==> config.mk <==
export PLATFORM = sky130hd
export DESIGN_NAME = apb_master_arbiter_flat
export DESIGN_NICKNAME = d
export VERILOG_FILES = /design/src/rtl/apb_pkg.sv /design/src/rtl/apb_master_arbiter_if.sv /design/src/rtl/apb_rr_pick.sv /design/src/rtl/apb_master_arbiter.sv /design/src/flat_wrapper.sv
export SDC_FILE = /design/constraint.sdc
export NUM_CORES = 1
export LEC_CHECK = 0
export ABC_CLOCK_PERIOD_IN_PS = 4700
export CAP_MARGIN = 20
export CORE_MARGIN = 2
export CORE_UTILIZATION = 41
export CTS_BUF_LIST = sky130_fd_sc_hd__clkbuf_4
export DETAILED_ROUTE_END_ITERATION = 10
export MAX_ROUTING_LAYER = met4
export PLACE_DENSITY = 0.94
export RECOVER_POWER = 25
export SLEW_MARGIN = 20
export SYNTH_ARGS = -nofsm -noshare
export SYNTH_HDL_FRONTEND = slang
export SYNTH_HIERARCHICAL = 1
export SYNTH_SLANG_ARGS = --single-unit
==> constraint.sdc <==
create_clock -name pclk -period 4.7 [get_ports pclk]
set_clock_uncertainty 0.1 [all_clocks]
set_input_delay 0.705 -clock pclk [delete_from_list [all_inputs] [get_ports pclk]]
set_output_delay 0.705 -clock pclk [all_outputs]
set_load 0.1 [all_outputs]
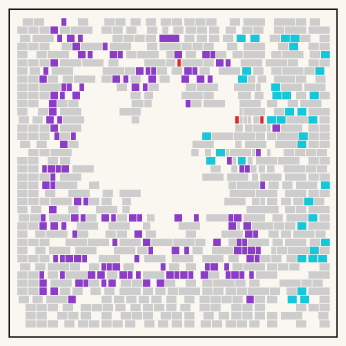
**Above:** run 1 (logic cells by family).
(3 px per um)
Key: inverting AOI/OAI gates = purple [cells 138]; AND-OR and OR-AND gates = cyan [cells 36, where a column on the right]; inverters = red [cells 3]
leading cell type in the layout, fill and taps excluded: sky130_fd_sc_hd__clkdlybuf4s50_1
multi-input gate share of the layout cell area: 28.0%
final instance count without filler cells: 816

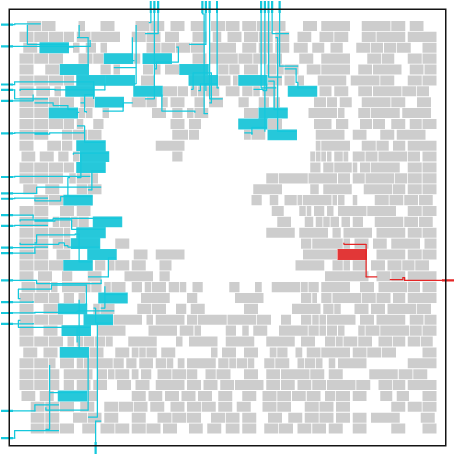
**Above:** run 1 (wires at chosen ports, followed through buffers).
(4 px per um)
Key: bus_if_rsp_err = red [bits 1, direction output, end cells 1, buffers 1, wire 31.1 um]; bus_if_paddr = cyan [bits 32, direction output, end cells 32, buffers 32, wire 1040 um]
num ports: 272
number of port buffers: 271

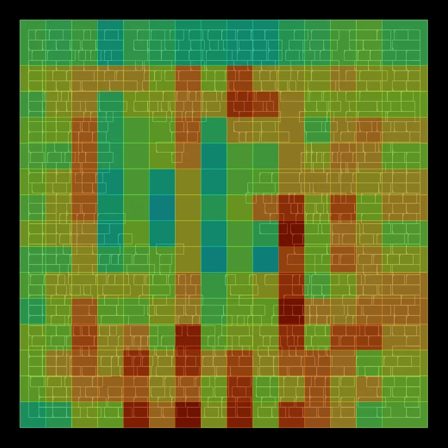
**Above:** run 1 (routing congestion).
most crowded layer after global routing: met2
global-route track usage on met2: 42.1%
met1 demand-to-capacity share in global routing: 26.2%
fin util: 68.5%

==> run notes <==
Entry: Yosys synthesis followed by OpenROAD place and route.

Worst setup path:
- On the critical path the largest part of the delay comes from buffers and inverters.
- The run gives the maximum fanout count along the critical path as 32.
- The worst setup path is captured at a flop.
- The run puts the maximum cell stage delay along the critical path at 1.05 ns.
- The timing report lists the critical path depth as 7 cells.
- The run gives the worst-case register-to-register setup slack as 1.58 ns.
- For the worst setup path, the data arrival time is 3.40 ns.
- The run gives the kind of launch point of the worst setup path as a flop.
- The run puts the count of buffer and inverter cells on the critical path at 1.
- The critical path endpoint has a required time of 4.98 ns.
- By instance count, the cell type seen most on the critical path is sky130_fd_sc_hd__ha_1.
- The run puts the count of cells along the worst register-to-register path at 7.
- On the critical path, the stage with the largest delay is an instance of sky130_fd_sc_hd__clkbuf_1.
- The critical path is of the reg -> reg type.
- The critical path goes through ha_1 -> and3_1 -> ha_1 -> or2_2 -> a21oi_1 -> clkbuf_1 -> a22o_1.

Synth:
- For this design, Yosys synthesis ends with a cell count of 428.
- The synthesized netlist has a Yosys-reported chip area of 4500 sq um.
- Per the synth stats, the proportion of register bits with asynchronous set or reset is 0%.
- The cell area that synthesis handed to floorplanning was 4500 sq um.
- The run gives the number of distinct library cells after synthesis as 35.
- The run gives the register area share after synthesis as 49.9%.
- The run puts the number of nets at floorplan at 598.
- The run puts the number of standard cells after synthesis at 428.
- The run gives the synthesis-stage register bit count as 112.
- Looking at the cell usage after synthesis, the top flip-flop cell is sky130_fd_sc_hd__dfxtp_1.
- The run puts the synthesized area per cell at 10.5 sq um.
- The run puts the number of warnings printed during yosys synthesis at 6.
- The run puts the number of flops mapped to enable cells by yosys at 0.

Clocking:
- Counting along the longest clock path gives a buffer depth of 2.
- Buffers added to address setup during post-CTS repair amount to 0.
- The clock tree has to reach 112 sinks.
- The run gives the TritonCTS buffer count as 9.
- The cell sitting at the root of the clock tree is a sky130_fd_sc_hd__clkbuf_4.
- The run puts the clock network latency to the later pin of the worst-skew pair at 0.43 ns.
- The timing report gives the clock slew at the launch and capture registers of the worst setup and hold paths as 0.16 ns.
- The run gives the CTS H-tree depth as 3.
- Hold repair after CTS inserted 0 buffers.
- TritonCTS built the clock tree.
- Once the clock tree was built, the resizer swapped 0 gates to a different size.

Pwr:
- Per report_power, the Sequential row totals 1120 uW.
- Sequential cells burn 37.5% of the power.
- The run puts the worst-case vdd ir drop at 0.241 mV.
- The run puts the combinational-cell power consumption at 1390 uW.
- The run puts the power consumed by the clock network at 474 uW.
- Summed over all cells, the static leakage comes to 0.00274 uW.
- The run gives the power density over the cells as 403 nW/um^2.
- The run gives the switching part of the total power as 45.5%.
- Internal power comes to 1620 uW.
- The run puts the total power of the final layout at 2980 uW.
- The run gives the relative contribution of combinational cells to total power as 46.6%.
- The run gives the clock power share as 15.9%.
- The run gives the net switching power as 1360 uW.
- Of all power groups, the one with the highest power is combinational logic.

Routing:
- The run puts the via count normalized by instance count at 5.41.
- Dividing the detail-routed wire length by the instance count gives 17.4 um.
- After detailed routing, the number of remaining DRC violations is 0.
- The run puts the detailed-routing iteration count for the pre-antenna-repair pass at 4.
- The run puts the total number of vias at 4414.
- The run puts the remaining number of nets flagged by the antenna check after routing at 0.
- The run gives the number of DRC markers in iteration 0 as 256.
- For this block, the routed nets add up to 14200 um of wire.

Placement:
- The run gives the routability congestion estimate as 0.814.
- The run gives the worst slack at placement as 1.79 ns.
- The placed instances occupy a cell area of 7260 sq um.
- The run puts the cell total after placement at 801.
- The run gives the post-detailed-placement half-perimeter wirelength as 10500 um.

Min path:
- The run gives the class of the tightest hold or removal check as reg -> reg.
- The number of cells on the worst hold path is listed as 1.

Layout:
- Of the cells placed in the final design, the portion with a size suffix greater than 1 is 4.14%.
- In the final design database the tool counted 842 nets.
- The run gives the area growth from synthesis to layout as 64.4%.
- The run puts the area used by sequential logic in the layout at 2240 sq um.
- The run gives the antenna cell count as 0.
- The run gives the design area as 7390 sq um.
- The top cell types in the final layout, fill and taps aside, are 268 x sky130_fd_sc_hd__clkdlybuf4s50_1, 112 x sky130_fd_sc_hd__dfxtp_1, 70 x sky130_fd_sc_hd__a21oi_1.
- The final layout report lists a filler cell count of 774.
- The multi-input combinational cells in the finished layout cover a total of 2070 sq um.

Final timing:
- Setup repair after global routing left no endpoint under its margin.
- The run gives the worst-margin pin slew as 1.44 ns.
- The run gives the setup TNS as 0 ns.
- The run gives the upper clock frequency limit as 320 MHz.
- The run gives the count of pins over their slew limit as 0.
- Counting I/O delays and the setup requirement, the final critical path takes 3.12 ns.
- Of the available clock period, the critical path in the final layout requires 66.4%.
- The run gives the post-route worst hold slack as 0.392 ns.
- The run gives the worst slew slack as a fraction of its limit as 4.26%.
- The run puts the final number of hold-violating endpoints at 0.
- The run gives the total of endpoints with negative setup slack in the final report as 0.
- The run gives the setup slack of the critical path after layout as 1.58 ns.

Floorplan:
- The die is 109 um wide.
- After floorplanning, the die was sized to cover 11800 sq um.
- The run gives the floorplan core area as 10800 sq um.
- The run gives the initial cell density of the core as 41.7%.
- The floorplan has 38 rows.
- The run gives the die extent in y as 109 um.

Outcome:
- The run finished with clean final reports.

Global routing:
- The run gives the overall overflow remaining after global route as 0.
- The run gives the number of antenna violations at the first check in global routing as 0.
- The run gives the pin count of the biggest net entering global routing as 71.
- The number of global-route vias before repair was 4372.
- The run gives the total routing resource utilization after global routing as 23.6%.
- The run puts the first-pass GRT wire length at 21500 um.

Run:
- The run gives the number of max-cap violations as 0.
- The run puts the number of OpenROAD warnings at 26.
run 1: Yosys cell counts, types with 2 or more instances:
cell	n	area share [%]
sky130_fd_sc_hd__a22o_1	32	6.2
sky130_fd_sc_hd__nor4b_1	2	0.39
sky130_fd_sc_hd__nand2_1	2	0.17
sky130_fd_sc_hd__inv_1	3	0.25
sky130_fd_sc_hd__or2_2	2	0.28
sky130_fd_sc_hd__nor2_1	6	0.50
sky130_fd_sc_hd__a21boi_1	2	0.33
sky130_fd_sc_hd__a211oi_1	65	11
sky130_fd_sc_hd__and4b_1	2	0.45
sky130_fd_sc_hd__clkbuf_1	25	2.1
sky130_fd_sc_hd__a21oi_1	69	7.7
sky130_fd_sc_hd__buf_2	16	1.8
sky130_fd_sc_hd__dfxtp_1	112	50
sky130_fd_sc_hd__and3_1	2	0.28
sky130_fd_sc_hd__mux2i_1	65	14
sky130_fd_sc_hd__ha_1	2	0.56
sky130_fd_sc_hd__a31o_2	2	0.39
sky130_fd_sc_hd__nand2b_1	2	0.28
run 1: routing by layer:
metal  global-route usage [%]  part of all wire, %  routed length (um)
met5                        -                    0                   0
met4                     7.23                  1.3                 181
met3                     5.32                  8.9                1260
met2                     42.1                   51                7330
met1                     26.2                   38                5460
run 1: layout make-up:
class	count	share of cell area (%)
clock inverters	6	0.948
inverters	3	0.152
well taps	140	2.37
clock buffers	9	0.914
multi-input cells	269	28.0
flip-flops and latches	112	30.3
repair buffers	277	37.3
run 1: cell families (layout without fill, tap and decap cells):
kind of cell | after synthesis | after routing | synth area share, %
AOI/OAI and AO/OA | 174 | 174 | 26.2
DFF | 112 | 112 | 49.9
muxes | 65 | 65 | 14.5
buffers and inverters | 47 | 295 | 4.56
and+or+nand+nor | 26 | 26 | 3.95
adders and majority gates | 2 | 2 | 0.556
xor gates and xnor gates | 2 | 2 | 0.390
No activity file was given, so power comes from the tool's default toggle rates.
